Run 1, signal wires on met1:
Scale bar: 20 um. Cells faint in the background.
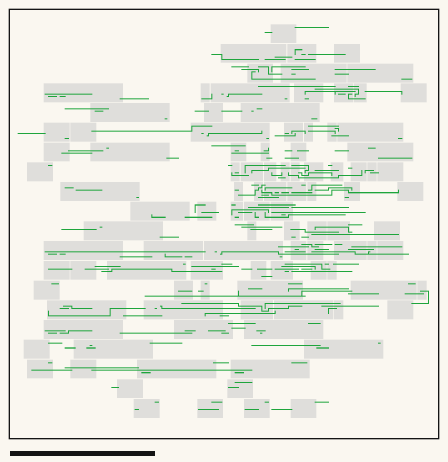
Run 1, the metal 2 layer:
Scale bar: 20 um. Cells faint in the background.
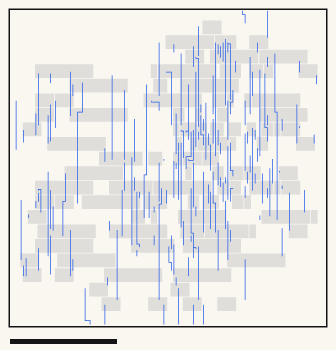
Run 1, met3 routing:
Scale bar: 20 um. Cells faint in the background.
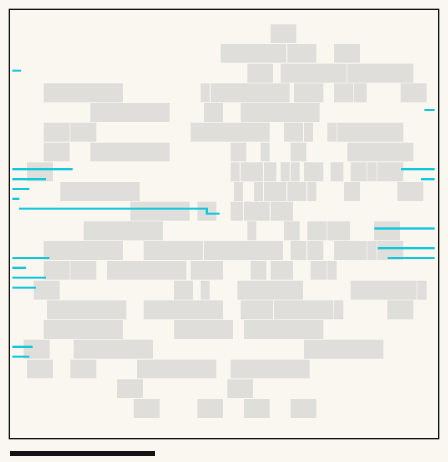
### config.mk
export PLATFORM = sky130hd
export DESIGN_NAME = serial_mag_comp_ctrl_flat
export DESIGN_NICKNAME = d
export VERILOG_FILES = /design/src/rtl/serial_mag_comp_ctrl_pkg.sv /design/src/rtl/serial_mag_comp_ctrl_if.sv /design/src/rtl/serial_mag_comp_ctrl_slice.sv /design/src/rtl/serial_mag_comp_ctrl.sv /design/src/flat_wrapper.sv
export SDC_FILE = /design/constraint.sdc
export NUM_CORES = 1
export LEC_CHECK = 0
export CAP_MARGIN = 20
export CORE_MARGIN = 1.5
export CORE_UTILIZATION = 37
export CTS_CLUSTER_SIZE = 12
export DETAILED_ROUTE_END_ITERATION = 10
export GPL_TIMING_DRIVEN = 1
export PLACE_DENSITY_LB_ADDON = 0.2
export SYNTH_ARGS = -nofsm -noshare
export SYNTH_HDL_FRONTEND = slang
export SYNTH_SLANG_ARGS = --single-unit
### constraint.sdc
create_clock -name clk -period 6.4 [get_ports clk]
set_input_delay 0.64 -clock clk [delete_from_list [all_inputs] [get_ports clk]]
set_output_delay 0.64 -clock clk [all_outputs]
set_load 0.01 [all_outputs]
### src/rtl/serial_mag_comp_ctrl_pkg.sv
// Shared types and helpers for the serial magnitude comparator.
package cmp_pkg;

  // Controller states
  typedef enum logic {
    ST_IDLE = 1'b0,
    ST_CMP  = 1'b1
  } state_t;

  // Result encoding {gtr, eq, lt}
  typedef logic [2:0] res_t;

  localparam res_t RES_NONE = 3'b000;
  localparam res_t RES_GT   = 3'b100;
  localparam res_t RES_EQ   = 3'b010;
  localparam res_t RES_LT   = 3'b001;

  // Number of 2-bit slices in a WIDTH-bit operand
  function automatic int nslice(input int width);
    return width / 2;
  endfunction

endpackage

### src/rtl/serial_mag_comp_ctrl_if.sv
// Handshake and operand/result bus between an operand producer and the comparator.
interface serial_mag_comp_ctrl_if #(
  parameter int WIDTH = 8
);

  logic             en;
  logic             start;
  logic [WIDTH-1:0] a;
  logic [WIDTH-1:0] b;
  logic             busy;
  logic             done;
  logic             gtr;
  logic             eq;
  logic             lt;

  modport master (
    output en, start, a, b,
    input  busy, done, gtr, eq, lt
  );

  modport slave (
    input  en, start, a, b,
    output busy, done, gtr, eq, lt
  );

endinterface

### src/rtl/serial_mag_comp_ctrl_slice.sv
// Combinational 2-bit unsigned magnitude compare.
module two_bit_cmp_slice (
  input  logic [1:0] x,
  input  logic [1:0] y,
  output logic       g,
  output logic       e,
  output logic       l
);

  assign g = (x > y);
  assign e = (x == y);
  assign l = (x < y);

endmodule

### src/rtl/serial_mag_comp_ctrl.sv
// Serial magnitude comparator: walks one 2-bit compare slice across two
// latched operands, MSB slice first, and reports A>B, A==B or A<B.
module serial_mag_comp_ctrl
  import cmp_pkg::*;
#(
  parameter int WIDTH      = 8,
  parameter bit EARLY_EXIT = 1'b1
) (
  input logic                 clk,
  input logic                 rst,
  serial_mag_comp_ctrl_if.slave bus
);

  localparam int NSLICE = nslice(WIDTH);
  // A single-slice operand still needs a 1-bit index register
  localparam int IDX_W = (NSLICE > 1) ? $clog2(NSLICE) : 1;
  localparam logic [IDX_W-1:0] IDX_TOP = IDX_W'(NSLICE - 1);

  state_t           state, state_n;
  logic [IDX_W-1:0] idx, idx_n;
  logic             done_q, done_n;
  res_t             res_q, res_n;
  res_t             first_q, first_n;
  logic             load;

  logic [WIDTH-1:0] a_q, b_q;
  logic [1:0]       x_sl, y_sl;
  logic             g, e, l;
  res_t             slice_res;

  // Operand mux: pick the slice currently addressed by idx
  assign x_sl      = 2'(a_q >> {idx, 1'b0});
  assign y_sl      = 2'(b_q >> {idx, 1'b0});
  assign slice_res = {g, e, l};

  two_bit_cmp_slice u_slice (
    .x (x_sl),
    .y (y_sl),
    .g (g),
    .e (e),
    .l (l)
  );

  // Control state: FSM, slice index, done pulse and result flags
  always_ff @(posedge clk or posedge rst) begin
    if (rst) begin
      state  <= ST_IDLE;
      idx    <= '0;
      done_q <= 1'b0;
      res_q  <= RES_NONE;
    end else begin
      state  <= state_n;
      idx    <= idx_n;
      done_q <= done_n;
      res_q  <= res_n;
    end
  end

  // Operand and first-difference registers; always reloaded on start, so no reset
  always_ff @(posedge clk) begin
    if (load) begin
      a_q <= bus.a;
      b_q <= bus.b;
    end
    first_q <= first_n;
  end

  // Next-state logic; en=0 leaves every register at its current value
  always_comb begin
    state_n = state;
    idx_n   = idx;
    done_n  = done_q;
    res_n   = res_q;
    first_n = first_q;
    load    = 1'b0;
    if (bus.en) begin
      done_n = 1'b0;
      case (state)
        ST_IDLE: begin
          if (bus.start) begin
            load    = 1'b1;
            idx_n   = IDX_TOP;
            first_n = RES_EQ;
            state_n = ST_CMP;
          end
        end
        ST_CMP: begin
          // Remember the most significant difference seen so far
          if (!e && (first_q == RES_EQ)) begin
            first_n = slice_res;
          end
          if (!e && EARLY_EXIT) begin
            res_n   = slice_res;
            done_n  = 1'b1;
            state_n = ST_IDLE;
          end else if (idx == '0) begin
            res_n   = (first_q == RES_EQ) ? slice_res : first_q;
            done_n  = 1'b1;
            state_n = ST_IDLE;
          end else begin
            idx_n = idx - 1'b1;
          end
        end
        default: state_n = ST_IDLE;
      endcase
    end
  end

  assign bus.busy = (state == ST_CMP);
  assign bus.done = done_q;
  assign bus.gtr  = res_q[2];
  assign bus.eq   = res_q[1];
  assign bus.lt   = res_q[0];

endmodule

### src/flat_wrapper.sv
// flat-port wrapper written by rule: the top's interface ports become plain ports
module serial_mag_comp_ctrl_flat import cmp_pkg::*;
#(
  parameter int WIDTH      = 8,
  parameter bit EARLY_EXIT = 1'b1
)
  (clk, rst, bus_en, bus_start, bus_a, bus_b, bus_busy, bus_done, bus_gtr, bus_eq, bus_lt);
  serial_mag_comp_ctrl_if #(.WIDTH(WIDTH)) bus_i ();
  input logic clk;
  input logic rst;
  input wire logic [$bits(bus_i.en)-1:0] bus_en;
  input wire logic [$bits(bus_i.start)-1:0] bus_start;
  input wire logic [$bits(bus_i.a)-1:0] bus_a;
  input wire logic [$bits(bus_i.b)-1:0] bus_b;
  output wire logic [$bits(bus_i.busy)-1:0] bus_busy;
  output wire logic [$bits(bus_i.done)-1:0] bus_done;
  output wire logic [$bits(bus_i.gtr)-1:0] bus_gtr;
  output wire logic [$bits(bus_i.eq)-1:0] bus_eq;
  output wire logic [$bits(bus_i.lt)-1:0] bus_lt;
  assign bus_i.en = bus_en;
  assign bus_i.start = bus_start;
  assign bus_i.a = bus_a;
  assign bus_i.b = bus_b;
  assign bus_busy = bus_i.busy;
  assign bus_done = bus_i.done;
  assign bus_gtr = bus_i.gtr;
  assign bus_eq = bus_i.eq;
  assign bus_lt = bus_i.lt;
  serial_mag_comp_ctrl #(.WIDTH(WIDTH), .EARLY_EXIT(EARLY_EXIT)) u_core (.clk(clk), .rst(rst), .bus(bus_i));
endmodule
==> results.txt, run 1 <==
impl run done, here's what came out: setup repair after global routing missed its margin=false, later-pin clock latency in the skew report=between 300 and 400 ps, met3 wire len=slightly above 90 um, kind of path behind the tightest hold check=register to register, maximum number of buffers from clock root to sink=2, largest net degree at the start of global routing=17, Post-Route M1 WL=852 um, final cell count without fillers=148, slowest cell on the critical path=sky130_fd_sc_hd__dfrtp_1, clk_skew=about 11 ps, Setup crit start kind=register, number of global-route vias before repair=approximately 750, power dissipated by switching net loads=around 0.21 mW, Routed WL per cell=about 13 um, row count=20, Synth Register Bits=26, post-layout minimum cycle time=2590 ps, sum of overflow across all layers after global routing=0, die x size=59.0 um, Leak=0.532 nW, Post-CTS Resized=0, switching power share of the total=35.0%, CP startpoint=u_core.idx[0], most common cell in the netlist=sky130_fd_sc_hd__edfxtp_1, highest clock rate=between 300 and 400 MHz, count of different cell masters after synthesis=28, maximum fanout count along the critical path=8, largest cells by area after synthesis=sky130_fd_sc_hd__edfxtp_1, sky130_fd_sc_hd__dfrtp_1, sky130_fd_sc_hd__mux4_2, top logic cell by instance count in the layout=sky130_fd_sc_hd__clkdlybuf4s50_1, combinational family with the most area after synthesis=AND-OR/OR-AND gates, combinational share of power=between 40% and 50%, origin of the worst min-delay path=u_core.res_q[0], First-pass DRT Iterations=4, Final Slew Violations=0, Synth top cells by count=sky130_fd_sc_hd__edfxtp_1, sky130_fd_sc_hd__inv_1, sky130_fd_sc_hd__dfrtp_1, sky130_fd_sc_hd__nand2_1, clock-pin slew of the registers on the worst-case setup and hold paths=140 ps, Num CTS Buffers=3, area fraction in and, or, nand and nor cells after synthesis=8.84%, combined global-route utilization of all metal layers=12.5%, Met2 Routed Length=around 940 um, post-placement worst setup slack=roughly 3800 ps, chip area=about 3500 um2, flip-flops with a built-in enable=19, ratio of final minimum period to clock period=approximately 41%, post-synth top area cell=sky130_fd_sc_hd__edfxtp_1, wire length of the first global-routing pass=around 3.2 mm, number of warnings printed during yosys synthesis=0, TritonCTS clock tree=done, post-synthesis xor/xnor area fraction=0%, Post-Synthesis Net Count=roughly 100, max_slew headroom=64.6%, Ant. Diodes=0, fillcell total=roughly 280, Critical Path Sink=u_core.first_q[1], fraction of met3 tracks used by global routing=between 2 and 2.5%, run status=complete, no violations, total core area=just over 3000 um2, total placed cells including tap cells=144, # Max-Cap Violations=0, post-synthesis chip area from yosys=about 1200 um2, depth of the worst register-to-register path=5, worst path cell trace=mux4_2 -> ha_1 -> nand2_1 -> nand2_1 -> o32ai_1, tool warning count=26, Post-CTS Repair Setup Buffers=0, fraction of final layout cells sized beyond drive strength 1=between 10 and 15%, post-synthesis instance area=between 1000 and 1500 um2, max incr delay on CP=around 570 ps, area share of the largest cell type after synthesis=between 40% and 50%, proportion of synthesized flip-flops having asynchronous set or reset=26.9%, total cells reported by yosys after synthesis=79, Placer Congestion=around 0.8, maximum level of the CTS H-tree=1, mean cell area of the mapped netlist=14.7 um2, area delta synth->final=25.3%, Arrival @ worst endpoint=2560 ps, dominant cell type by count on the critical path=sky130_fd_sc_hd__nand2_1, final tally of setup violations=0, DPL Wire Length=1.43 mm, drt drc=0, violation count after the first detailed-route iteration=30, buffer cell driving the clock tree root=sky130_fd_sc_hd__clkbuf_4, number of endpoints with negative hold slack in the final report=0, worst reg2reg path startpoint=u_core.idx[0], post-route cell area=~1500 um2, category of the worst setup path capture point=register, cell family contributing the most delay on the critical path=flip-flops, Register-to-Register Setup Slack=approximately 3800 ps, net count of the finished layout=about 130, Die Y-Extent=roughly 59 um, sinks on the clock net=26, mux share of post-synthesis cell area=between 7 and 8%, count of pins on the block boundary=25, hold buffers post-CTS=0, Port Buffers=24, Top cells excl fill/tap=sky130_fd_sc_hd__clkdlybuf4s50_1, sky130_fd_sc_hd__edfxtp_1, sky130_fd_sc_hd__inv_1, area after detailed placement=around 1400 um2, final hold slack=between 500 and 600 ps, Crit Path Category=register to register, Peak supply drop=~140 uV, vias per std cell=between 4 and 5, highest routed metal layer=met4, Required @ worst endpoint=about 6400 ps, clock power share=~12%, part of the power in registers=~44%
-- 'signal wires on met1' (at the start) --
- share of all routed wire: 45%
- wire length on this layer: 852 um
- longest straight run: 22.1 um
final wirelength: 1.90 mm
global routing usage on met1: 14.5%
count of vias placed by the detailed router: 704

-- 'the metal 2 layer' (at the start) --
- nets with wire on the layer: 114
- main direction: vertical
- wire length on this layer: 939 um
- longest straight run: 21.1 um
- share of all routed wire: 49%
met2 demand-to-capacity share in global routing: 21.7%

-- 'met3 routing' (at the start) --
- longest straight run: 25.8 um
- main direction: horizontal
- wire length on this layer: 91.5 um

[run 1: power groups by stage]
| stage | clock network, mW | registers, mW | logic, mW |
|---|---|---|---|
| finish | 0.0687 | 0.261 | 0.263 |
| global route | 0.0767 | 0.268 | 0.295 |
| CTS | 0.0721 | 0.263 | 0.268 |
| detailed placement | 0 | 0.267 | 0.267 |
| global placement | 0 | 0.265 | 0.259 |
| floorplan | 0 | 0.253 | 0.217 |
[run 1: layout make-up]
type	instances	area, um2	share of cell area, %
inverters	8	30.0	2.06
well taps	44	55.1	3.78
multi-input cells	41	350	24.1
clock buffers	3	22.5	1.55
clock inverters	1	3.75	0.258
repair buffers	25	248	17.0
flip-flops and latches	26	746	51.2
--- run 2 (diff from run 1) ---
clock period = 2.3 ns   (was 6.4 ns; I/O delays follow)
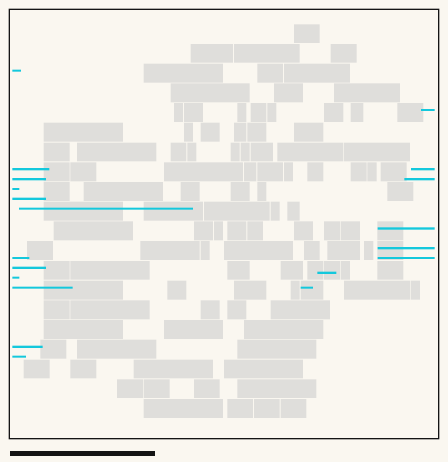
Run 2: met3 routing
Scale bar: 20 um. Cells faint in the background.
- share of all routed wire: 4.9%
- longest straight run: 23.7 um
- main direction: horizontal
- wire length on this layer: 94.5 um
- nets with wire on the layer: 19
count of vias placed by the detailed router: 743
fraction of met3 tracks used by global routing: 2.18%
final wirelength: 1.93 mm

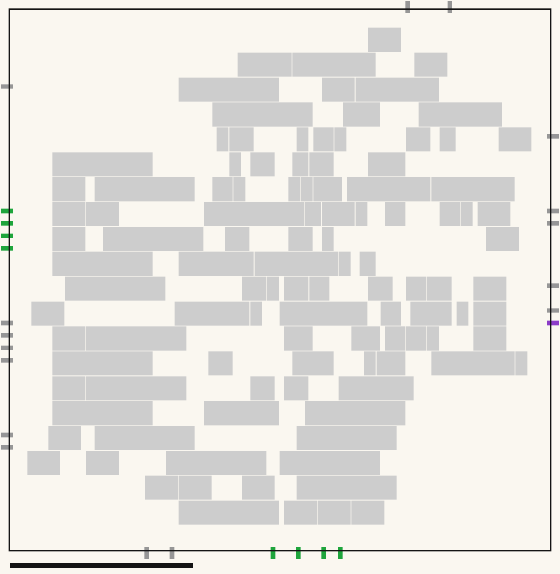
Run 2: ports around the boundary
Scale bar: 20 um. Pins as bars across the die edge, other pins in grey.
- green: bus_a (pins 8; direction input; edge 4 south, 4 west)
- purple: rst (pins 1; direction input; edge east)
- all pins by edge: 11 west, 6 south, 6 east, 2 north
Port Buffers: 24
die x size: 59.0 um

==> run 2 against run 1 <==
  * Sequential power went up to 2.8 times the previous value
  * Combinational power grew to 3.3 times the previous value
  * Non-clock buffer count up 5
  * Utilization rose by 1.9 points
  * Via count grew 5.5%
  * Cell area up 4.0%
  * Cell count is 3.4% higher
  * Critical endpoint is now u_core.first_q[2]
  * Routed wire length is 1.3% higher
  * Count of clock-buffer cells in the layout stayed put
  * Maximum frequency rose by 20%
==> results.txt, run 2 <==
impl run done, here's what came out: run status=complete, no violations, violation count after the first detailed-route iteration=13 (-57%), power in the clock group=0.195 mW (+180%), tool warning count=26 (unchanged), worst reg2reg path startpoint=u_core.idx[0], Leading cell kind=registers, post-layout minimum cycle time=2160 ps (-436 ps), Post-CTS Resized=1 (+1), global routing usage on met1=14.3% (-0.21 points), wire length of the first global-routing pass=3.13 mm (-1.5%), maximum fanout count along the critical path=5 (-3), depth of the worst register-to-register path=6 (+1), Final Slew Violations=0 (unchanged), TAP cells=44 (unchanged), sequential power=0.728 mW (+180%), mean cell area of the mapped netlist=14.7 um2 (unchanged), buffer cell driving the clock tree root=sky130_fd_sc_hd__clkbuf_4, First-pass DRT Iterations=4 (unchanged), Clock-cell share=1.74% (-0.070 points), Required @ worst endpoint=2360 ps (-4000 ps), net count of the finished layout=133 (+3.9%), Setup crit start kind=register, number of warnings printed during yosys synthesis=0 (unchanged), Routed WL per cell=12.6 um (-2.0%), later-pin clock latency in the skew report=310 ps (about the same), clock-pin slew of the registers on the worst-case setup and hold paths=140 ps (about the same), proportion of synthesized flip-flops having asynchronous set or reset=26.9% (unchanged), setup repair after global routing missed its margin=false, Peak supply drop=416 uV (+200%), slowest cell on the critical path=sky130_fd_sc_hd__mux4_2, Met2 Routed Length=1.00 mm (+6.9%), row count=20 (unchanged), total placed cells including tap cells=149 (+3.5%), multi-input combinational gate total=41 (unchanged), post-synthesis chip area from yosys=1160 um2 (unchanged), final hold slack=127 ps (-390 ps), clock buf count=3 (unchanged), Crit Path Category=register to register, Ant. Diodes=0 (unchanged), area after detailed placement=1470 um2 (+2.6%), Critical Path Sink=u_core.first_q[2], number of signal-net buffers in the layout=30 (+20%), Post-CTS Repair Setup Buffers=0 (unchanged), post-synthesis instance area=1160 um2 (unchanged), post-synth top area cell=sky130_fd_sc_hd__edfxtp_1, power in combinational cells=0.856 mW (+230%), final sequential cell count=26 (unchanged), post-route cell area=1510 um2 (+4.0%), Register-to-Register Setup Slack=140 ps (-3660 ps), number of endpoints with negative hold slack in the final report=0 (unchanged), Synth top cells by count=sky130_fd_sc_hd__edfxtp_1, sky130_fd_sc_hd__inv_1, sky130_fd_sc_hd__dfrtp_1, sky130_fd_sc_hd__nand2_1, category of the worst setup path capture point=register, met3 wire len=94 um (+3.3%), logic share of the area=24.5% (+0.39 points), met2 demand-to-capacity share in global routing=21.0% (-0.79 points), clock power share=11.0% (-0.6 points), DPL Wire Length=1.42 mm (-0.48%), Placer Congestion=0.844 (+5.2%), largest net degree at the start of global routing=15 (-2), sum of overflow across all layers after global routing=0 (unchanged), largest cells by area after synthesis=sky130_fd_sc_hd__edfxtp_1, sky130_fd_sc_hd__dfrtp_1, sky130_fd_sc_hd__mux4_2, TritonCTS clock tree=done, top logic cell by instance count in the layout=sky130_fd_sc_hd__clkdlybuf4s50_1, total core area=3030 um2 (unchanged), Top Consumer=combinational cells, count of inverters not on the clock network in the layout=8 (unchanged), part of the power in registers=40.9% (-3.1 points), worst path cell trace=mux4_2 -> ha_1 -> nand2_1 -> nand2_1 -> o32ai_2 -> buf_4, combined global-route utilization of all metal layers=12.2% (-0.30 points), CP startpoint=u_core.idx[0], area share of the largest cell type after synthesis=49.1% (unchanged), fraction of cell area in non-clock buffers=18.8% (+1.8 points), power dissipated by switching net loads=0.618 mW (+200%), hold buffers post-CTS=0 (unchanged), highest routed metal layer=met4, Arrival @ worst endpoint=2220 ps (-340 ps), final tally of setup violations=0 (unchanged), total cells reported by yosys after synthesis=79 (unchanged), Num CTS Buffers=3 (unchanged), clk_skew=4.16 ps (-6.64 ps), post-placement worst setup slack=2.26 ps (-3810 ps), Top cells excl fill/tap=sky130_fd_sc_hd__clkdlybuf4s50_1, sky130_fd_sc_hd__edfxtp_1, sky130_fd_sc_hd__inv_1, count of different cell masters after synthesis=28 (unchanged), # Max-Cap Violations=0 (unchanged), sinks on the clock net=26 (unchanged), Leak=0.558 nW (+4.8%), Register Area=747 um2 (+0.17%), Seq/total area=49.3% (-1.9 points), fraction of final layout cells sized beyond drive strength 1=18.3% (+6.8 points), maximum number of buffers from clock root to sink=2 (unchanged), area delta synth->final=30.4%, number of global-route vias before repair=740 (-0.67%), kind of path behind the tightest hold check=input pin to asynchronous set/reset pin, total stage count of the critical path=6, Post-Synthesis Net Count=102 (unchanged), count of pins on the block boundary=25 (unchanged), dominant cell type by count on the critical path=sky130_fd_sc_hd__nand2_1, vias per std cell=4.86 (+2.1%)
run 2: cell types whose count changed in the layout (fill, tap and decap cells not counted):
cell                      change
sky130_fd_sc_hd__dfrtp_2      +1
sky130_fd_sc_hd__ha_4         +1
sky130_fd_sc_hd__buf_4        +5
sky130_fd_sc_hd__o32ai_2      +1
sky130_fd_sc_hd__ha_1         -1
sky130_fd_sc_hd__o32ai_1      -1
sky130_fd_sc_hd__dfrtp_1      -1
run 2: kinds of logic (layout without fill, tap and decap cells):
group,Yosys count,count (layout),share of synthesized area (%)
buffers and inverters,12,42,5.60
adders and majority gates,3,3,3.23
and+or+nand+nor,18,18,8.84
AOI/OAI and AO/OA,16,16,10.3
muxes,4,4,7.76
DFF,26,26,64.2
Power is estimated from default activity; no workload was simulated.
